### Wire density map, run 1

Bar = 20 µm. The die is cut into 11 by 18 equal tiles; dark purple is low, yellow is high, scaled to the fullest tile. Values are wire area over tile area, all layers added.
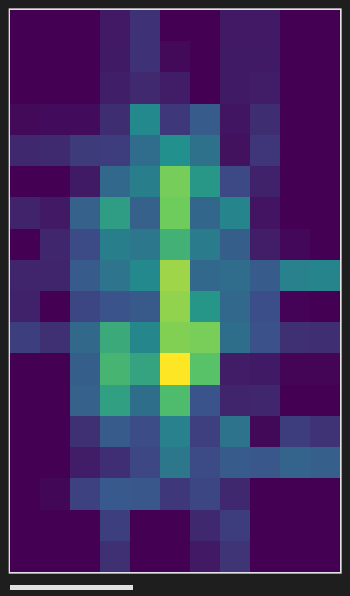
### The metal 2 layer, run 1

Bar = 20 µm.
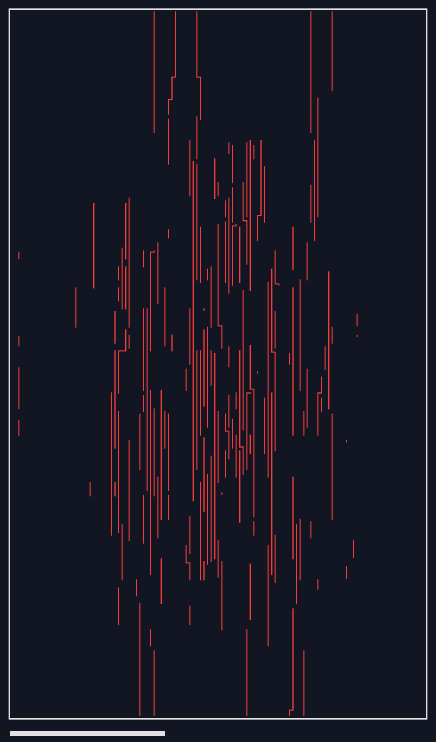
### The clock network, run 1

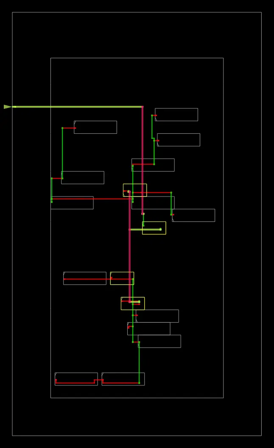
<file path="src/rtl/corefifo_wr_ptr_ctrl.sv">
// ---------------------------------------------------------------------------
// corefifo_wr_ptr_ctrl
//   Write-domain pointer and flag logic for a dual-clock FIFO. Accepts write
//   requests, drives the RAM write strobe/address, keeps the binary write
//   pointer, and publishes its Gray-coded form to the read-side synchroniser.
//   The already-synchronised read pointer (Gray) is decoded here to derive
//   full, almost-full, word count and an overflow pulse.
//
// Ports
//   clk            in   write-domain clock
//   aresetn        in   asynchronous reset, active-low
//   we             in   write request
//   rptr_gray_sync in   read pointer (Gray), synchronised into clk
//   wen_ram        out  RAM write strobe, we & ~full (combinational)
//   waddr          out  RAM write address, low bits of binary write pointer
//   wptr_gray      out  registered Gray write pointer
//   full           out  FIFO full (registered)
//   afull          out  word count >= AFULL_THRESH (registered)
//   wr_count       out  words held as seen from the write side (registered)
//   overflow       out  one-cycle pulse: write attempted while full
//
// Handshake: a write is taken on a clk edge when we=1 and full=0 in the
// cycle before that edge (wen_ram=1); with full=1 the request is dropped and
// overflow pulses on that edge instead. There is no back-pressure beyond full.
// ---------------------------------------------------------------------------
module corefifo_wr_ptr_ctrl #(
  parameter int ADDRWIDTH    = 3,
  parameter int AFULL_THRESH = 6
) (
  input  logic                 clk,
  input  logic                 aresetn,
  input  logic                 we,
  input  logic [ADDRWIDTH:0]   rptr_gray_sync,
  output logic                 wen_ram,
  output logic [ADDRWIDTH-1:0] waddr,
  output logic [ADDRWIDTH:0]   wptr_gray,
  output logic                 full,
  output logic                 afull,
  output logic [ADDRWIDTH:0]   wr_count,
  output logic                 overflow
);

  localparam int PW = ADDRWIDTH + 1;
  localparam logic [ADDRWIDTH:0] AFULL_LVL = PW'(AFULL_THRESH);

  logic [ADDRWIDTH:0] wbin;
  logic [ADDRWIDTH:0] wbin_next;
  logic [ADDRWIDTH:0] wgray_next;
  logic [ADDRWIDTH:0] rbin;
  logic [ADDRWIDTH:0] rgray_full;
  logic [ADDRWIDTH:0] cnt_next;
  logic               accept;
  logic               full_next;
  logic               afull_next;
  logic               gray_acc;

  assign accept  = we & ~full;
  assign wen_ram = accept;
  assign waddr   = wbin[ADDRWIDTH-1:0];

  always_comb begin
    wbin_next  = wbin + PW'(accept);
    wgray_next = (wbin_next >> 1) ^ wbin_next;

    // Gray to binary: each binary bit is the XOR of all Gray bits at or above it.
    rbin     = '0;
    gray_acc = 1'b0;
    for (int i = ADDRWIDTH; i >= 0; i--) begin
      gray_acc = gray_acc ^ rptr_gray_sync[i];
      rbin[i]  = gray_acc;
    end

    // In Gray code, "write pointer exactly one lap ahead" is the read pointer
    // with its two MSBs flipped; all lower bits match.
    rgray_full = {~rptr_gray_sync[ADDRWIDTH:ADDRWIDTH-1], rptr_gray_sync[ADDRWIDTH-2:0]};
    full_next  = (wgray_next == rgray_full);

    cnt_next   = wbin_next - rbin;
    afull_next = (cnt_next >= AFULL_LVL);
  end

  always_ff @(posedge clk or negedge aresetn) begin
    if (!aresetn) begin
      wbin      <= '0;
      wptr_gray <= '0;
      full      <= 1'b0;
      afull     <= 1'b0;
      wr_count  <= '0;
      overflow  <= 1'b0;
    end else begin
      wbin      <= wbin_next;
      wptr_gray <= wgray_next;
      full      <= full_next;
      afull     <= afull_next;
      wr_count  <= cnt_next;
      overflow  <= we & full;
    end
  end

endmodule

</file>
<file path="config.mk">
export PLATFORM = sky130hd
export DESIGN_NAME = corefifo_wr_ptr_ctrl
export DESIGN_NICKNAME = d
export VERILOG_FILES = /design/src/rtl/corefifo_wr_ptr_ctrl.sv
export SDC_FILE = /design/constraint.sdc
export NUM_CORES = 1
export LEC_CHECK = 0
export ABC_AREA = 1
export CAP_MARGIN = 10
export CELL_PAD_IN_SITES_DETAIL_PLACEMENT = 1
export CELL_PAD_IN_SITES_GLOBAL_PLACEMENT = 2
export CORE_ASPECT_RATIO = 2
export CORE_MARGIN = 8
export CORE_UTILIZATION = 26
export CTS_CLUSTER_DIAMETER = 50
export DETAILED_ROUTE_END_ITERATION = 10
export PLACE_DENSITY_LB_ADDON = 0.25
export SYNTH_ARGS = -nofsm -noshare
export SYNTH_HDL_FRONTEND = slang
export SYNTH_SLANG_ARGS = --single-unit
export TNS_END_PERCENT = 5
</file>
<file path="constraint.sdc">
create_clock -name clk -period 2.4 [get_ports clk]
set_input_delay 0.48 -clock clk [delete_from_list [all_inputs] [get_ports clk]]
set_output_delay 0.48 -clock clk [all_outputs]
set_load 0.05 [all_outputs]
</file>
==> run_results.csv, run 1 <==
group,metric,value,unit
logic_synthesis,synth.yosys.seq_area_share,0.473,
clocking,clock_sink_count,14,
finish,logic_area,374,µm²
grt,antenna_violations_before_repair,0,
setup_path,r2r_setup_slack,450,ps
final_timing,hold_ws,571,ps
finish,seq_share,0.296,
clocking,cts_setup_buffers,0,
routing,route.detailed.drc,0,
place,pre_cts_ws,-236,ps
floorplan,design.core.area,2740,µm²
routing,wl_met3,111,µm
hold_path,min_path_type,"register to register",
place,io_buffer_count,21,
clocking,cts-htree-levels,1,
setup_path,worst-path-max-fanout,3,
final_timing,fin_crit_sh,0.944,
logic_synthesis,enable_flop_cells,0,
floorplan,io-pin-count,22,
routing,dr.pass1.iters,3,
routing,vias_per_cell,4.55,
finish,insertedDiodeCount,0,
finish,finish.utilization,0.433,
finish,flop_area,350,µm²
grt,number_of_global_route_vias_before_repair,795,
finish,biggestCellCategory,"multi-input combinational cells",
setup_path,critical_path_arrival,2400,ps
place,detailed_place_hpwl,1690,µm
logic_synthesis,postSynthCellCount,84,
final_timing,worst_max_slew_margin_expressed_relative_to_the_limit,0.548,
logic_synthesis,synth.cellmix.xorXnorShare,0.0794,
final_timing,post-route-min-period,2270,ps
status,run_status,"finished clean",
setup_path,critPathKind,"input pin to register",
logic_synthesis,simple_gate_share,0.238,
routing,detailroute.wirelength.met2,1250,µm
finish,layout.comb_gates.multi_input,54,
place,placement.cell_area,1080,µm²
final_timing,unrepaired_setup_endpoints_after_global_routing,"false",
finish,num-nonclk-buffers,32,
final_timing,max_freq,0.441,GHz
floorplan,num_rows,27,
routing,top_layer,"met4",
logic_synthesis,synthAdderAreaFrac,0.111,
Notes on 'Wire density map' above:
- emptiest ninth of the die: upper right
- tiles over half the peak: 8.6%
- densest ninth of the die: center
- nearly empty tiles: 34%
- fullest tile: 0.37
- mean over tiles: 0.068
Final Routed Wirelength: 2110 µm
mean routed wirelength per cell: 14.2 µm
total via count after detailed routing: 678
global-route total usage across every layer: 0.0953

Notes on 'The metal 2 layer' above:
- nets with wire on the layer: 125
- longest straight run: 43.9 µm
- main direction: vertical
- share of all routed wire: 59%
met2 usage in global routing: 0.175

Notes on 'The clock network' above:
clock latency on the worst-skew pair: 250 ps
Worst Skew: 2.25 ps

run 1: worst max-delay path, cell delays in order:
cell and delay (ps):
sky130_fd_sc_hd__clkdlybuf4s50_1 420, sky130_fd_sc_hd__inv_1 100, sky130_fd_sc_hd__nor2_4 40, sky130_fd_sc_hd__ha_2 180
sky130_fd_sc_hd__ha_2 340, sky130_fd_sc_hd__inv_1 80, sky130_fd_sc_hd__fa_2 570, sky130_fd_sc_hd__inv_1 50
sky130_fd_sc_hd__nand2_1 60, sky130_fd_sc_hd__nand3_1 70
run 1: registers in the layout, indices dropped and copies added (netlist names):
| signal | cells |
|---|---|
| wr_count | 4 |
| full | 1 |
| wbin | 4 |
| overflow | 1 |
| afull | 1 |
| wptr_gray | 3 |
==> run 2: changes to the inputs <==
--- a/config.mk
+++ b/config.mk
@@ -5,13 +5,11 @@
 export SDC_FILE = /design/constraint.sdc
 export NUM_CORES = 1
 export LEC_CHECK = 0
-export ABC_AREA = 1
 export CAP_MARGIN = 10
 export CELL_PAD_IN_SITES_DETAIL_PLACEMENT = 1
 export CELL_PAD_IN_SITES_GLOBAL_PLACEMENT = 2
-export CORE_ASPECT_RATIO = 2
 export CORE_MARGIN = 8
-export CORE_UTILIZATION = 26
+export CORE_UTILIZATION = 28
 export CTS_CLUSTER_DIAMETER = 50
 export DETAILED_ROUTE_END_ITERATION = 10
 export PLACE_DENSITY_LB_ADDON = 0.25
### Wire density map, run 2

Bar = 20 µm. The die is cut into 13 by 13 equal tiles; dark purple is low, yellow is high, scaled to the fullest tile. Values are wire area over tile area, all layers added.
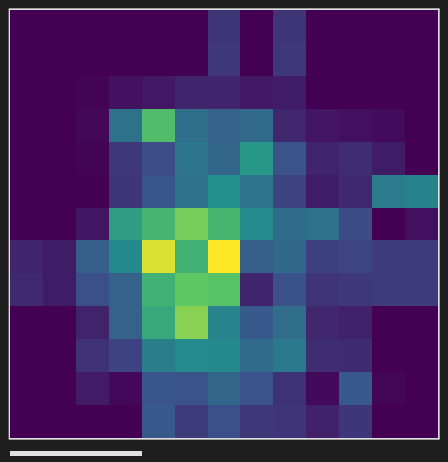
- densest ninth of the die: center
- fullest tile: 0.34
- tiles over half the peak: 8.3%
mean routed wirelength per cell: 13.9 µm
total via count after detailed routing: 512

### M3 wires, run 2

Bar = 20 µm.
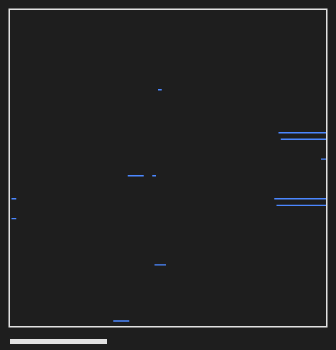
- longest straight run: 10.4 µm
- wire length on this layer: 49.2 µm
- share of all routed wire: 3.0%
- nets with wire on the layer: 9
- main direction: horizontal

==> run 2 against run 1 <==
Sequential cell count unchanged. Via count decreased by 24%. Worst hold slack got worse by 14 ps. Die size decreased by 14%. Non-clock buffer count increased by 3. Maximum frequency decreased by 2.9%. Critical endpoint unchanged.
==> run_results.csv, run 2 <==
group,metric,value,unit
status,run_status,"finished clean",
finish,largest_registers,"wbin x4, wr_count x4, wptr_gray x3",
clocking,cts_setup_buffers,0,
place,placement.cell_area,1090,µm²
hold_path,min_path_type,"register to register",
finish,lay_top_cells,"sky130_fd_sc_hd__clkdlybuf4s50_1, sky130_fd_sc_hd__buf_4, sky130_fd_sc_hd__dfrtp_1",
floorplan,io-pin-count,22,
setup_path,crit_required,2580,ps
grt,antenna_violations_before_repair,0,
floorplan,die_width,65.0,µm
final_timing,max_freq,0.428,GHz
setup_path,worst-path-buf-inv,1,
final_timing,hold_ws,557,ps
place,pre_cts_ws,-328,ps
grt,gr-usage-met3,0.00344,
final_timing,worst_max_slew_margin_expressed_relative_to_the_limit,0.590,
routing,wl_met3,49,µm
routing,drt-met1-wl,669,µm
logic_synthesis,synth.yosys.seq_area_share,0.520,
finish,flow.area_growth_from_synthesis,67.5,%
grt,grt_usage,0.0844,
final_timing,worst_skew,1.39,ps
place,detailed_place_hpwl,1400,µm
final_timing,post-route-min-period,2340,ps
setup_path,max_stage_delay,410,ps
setup_path,crit_path_top_delay_cell,"sky130_fd_sc_hd__clkdlybuf4s50_1",
clocking,clock_sink_count,14,
final_timing,fin_crit_sh,0.973,
setup_path,worstPathCellList,"clkdlybuf4s50_1 > nor2b_4 > ha_4 > ha_4 > xor2_4 > ha_4 > nand2_1 > o21ai_1 > xor3_1 > a21o_1",
finish,insertedDiodeCount,0,
clocking,cts-htree-levels,1,
logic_synthesis,postSynthCellCount,51,
finish,finish.utilization,0.505,
setup_path,worst-path-max-fanout,3,
setup_path,critPathKind,"input pin to register",
setup_path,critical_path_arrival,2520,ps
routing,dr.pass1.iters,2,
place,io_buffer_count,21,
routing,vias_per_cell,4.34,
floorplan,die_area,4230,µm²
routing,top_layer,"met4",
### The metal 2 layer, run 2

Bar = 20 µm.
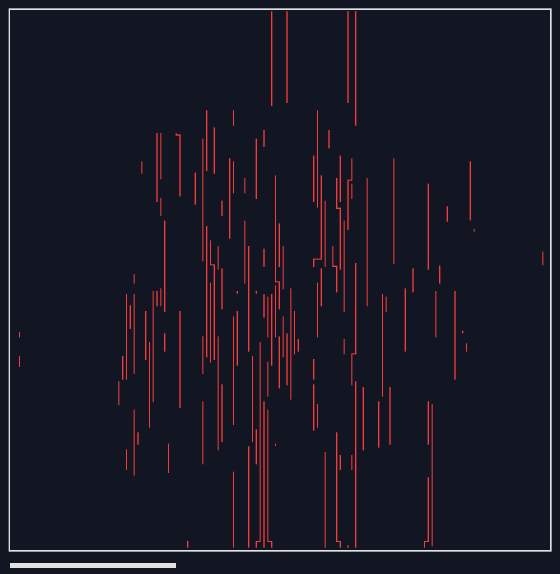
- share of all routed wire: 52%
- longest straight run: 24.0 µm
- nets with wire on the layer: 98
- wire length on this layer: 852 µm
- main direction: vertical
Final Routed Wirelength: 1640 µm
met2 usage in global routing: 0.147

[run 2: cells by family after synthesis]
group | after synthesis | synth area share
compound gates | 4 | 0.0372
xor+xnor | 13 | 0.214
fa+ha+maj | 6 | 0.123
buf+inv | 6 | 0.0335
flops | 14 | 0.520
simple gates | 8 | 0.0725
[run 2: cell type report]
cell class	count	share of cell area
inverter	6	0.0200
multi-input combinational	31	0.316
clock buffer	4	0.0322
sequential	14	0.312
timing repair buffer	35	0.289
tap	28	0.0311
[run 2: path summary, 6_finish.rpt]
check	from	to	slack, ps	cells past startpoint
min reg2reg	full	overflow	560	1
max	we	afull	60	10
max reg2reg	full	afull	370	9
min	full	overflow	560	1
min in group asynchronous	aresetn	wptr_gray[0]	570	1
max in group asynchronous	aresetn	full	1400	1
==> run 3: changes to the inputs <==
--- a/config.mk
+++ b/config.mk
@@ -13,6 +13,7 @@
 export CTS_CLUSTER_DIAMETER = 50
 export DETAILED_ROUTE_END_ITERATION = 10
 export PLACE_DENSITY_LB_ADDON = 0.25
+export SLEW_MARGIN = 30
 export SYNTH_ARGS = -nofsm -noshare
 export SYNTH_HDL_FRONTEND = slang
 export SYNTH_SLANG_ARGS = --single-unit
### M1 wires, run 3

Cells faint in the background.
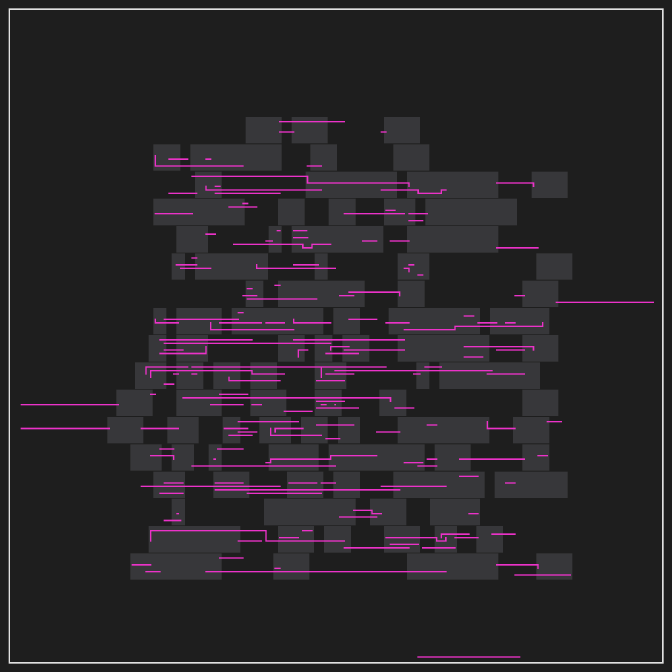
- share of all routed wire: 41%
- main direction: horizontal
- longest straight run: 23.9 µm
- nets with wire on the layer: 91
met1 track utilization from global routing: 0.0892

### M3 wires, run 3

Bar = 20 µm.
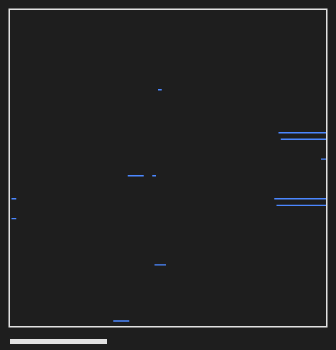
- longest straight run: 10.4 µm
- wire length on this layer: 49.2 µm
- nets with wire on the layer: 9
- main direction: horizontal
GR met3 Demand/Resource: 0.00344

==> run 3 against run 2 <==
Clock skew stayed put. Die size stayed put. First-iteration DRC count stayed put. Sequential share of layout area stayed put. Critical path depth stayed put. Critical endpoint unchanged. Core utilization stayed put.
==> run_results.csv, run 3 <==
group,metric,value,unit
finish,buf_share,0.289,
grt,use_met2,0.147,
finish,nonClockInverterCount,6,
status,run_status,"finished clean",
finish,logic_area,357,µm²
routing,dr.pass1.iters,2,
clocking,cts-htree-levels,1,
floorplan,design.core.area,2230,µm²
floorplan,n_tap_cell,28,
hold_path,worst_hold_path.num_cells,1,
grt,grt_usage,0.0844,
setup_path,r2r_cells,9,
hold_path,hold_path.startpoint,"full",
setup_path,critical_path_arrival,2520,ps
logic_synthesis,enable_flop_cells,0,
logic_synthesis,synth.area.mux_share,0,
floorplan,io-pin-count,22,
finish,finish.utilization,0.505,
logic_synthesis,synth.yosys.seq_area_share,0.520,
finish,layout.comb_gates.multi_input,31,
finish,seq_cells,14,
final_timing,hold_ws,557,ps
logic_synthesis,postSynthCellCount,51,
setup_path,worstReg2RegStart,"full",
floorplan,num_rows,17,
finish,largest_registers,"wbin x4, wr_count x4, wptr_gray x3",
logic_synthesis,logic_family,"XOR/XNOR gates",
place,pre_cts_ws,-328,ps
finish,comb-cell-share,0.316,
routing,vias_per_cell,4.34,
final_timing,fin_crit_sh,0.973,
routing,mean_routed_wirelength_per_cell,13.9,µm
finish,flop_area,352,µm²
setup_path,critPathKind,"input pin to register",
finish,seq_share,0.312,
final_timing,unrepaired_setup_endpoints_after_global_routing,"false",
finish,lay_top_cells,"sky130_fd_sc_hd__clkdlybuf4s50_1, sky130_fd_sc_hd__buf_4, sky130_fd_sc_hd__dfrtp_1",
routing,route.final.wire_length,1640,µm
clocking,clock_latency,280,ps
logic_synthesis,yosys.area_share.aoi,0.0372,
routing,detailroute.wirelength.met2,852,µm
### The metal 2 layer, run 3

Bar = 20 µm.
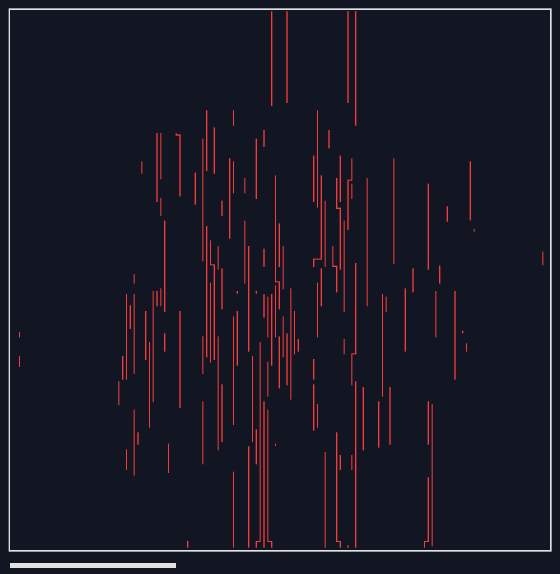
- share of all routed wire: 52%
- main direction: vertical
- longest straight run: 24.0 µm
- wire length on this layer: 852 µm
- nets with wire on the layer: 98

[run 3: cell counts after synthesis]
Identical to the previous run, type by type.
[run 3: critical path, stage by stage]
cell,delay [ps]
sky130_fd_sc_hd__clkdlybuf4s50_1,410
sky130_fd_sc_hd__nor2b_4,140
sky130_fd_sc_hd__ha_4,160
sky130_fd_sc_hd__ha_4,170
sky130_fd_sc_hd__xor2_4,190
sky130_fd_sc_hd__ha_4,290
sky130_fd_sc_hd__nand2_1,70
sky130_fd_sc_hd__o21ai_1,160
sky130_fd_sc_hd__xor3_1,270
sky130_fd_sc_hd__a21o_1,160
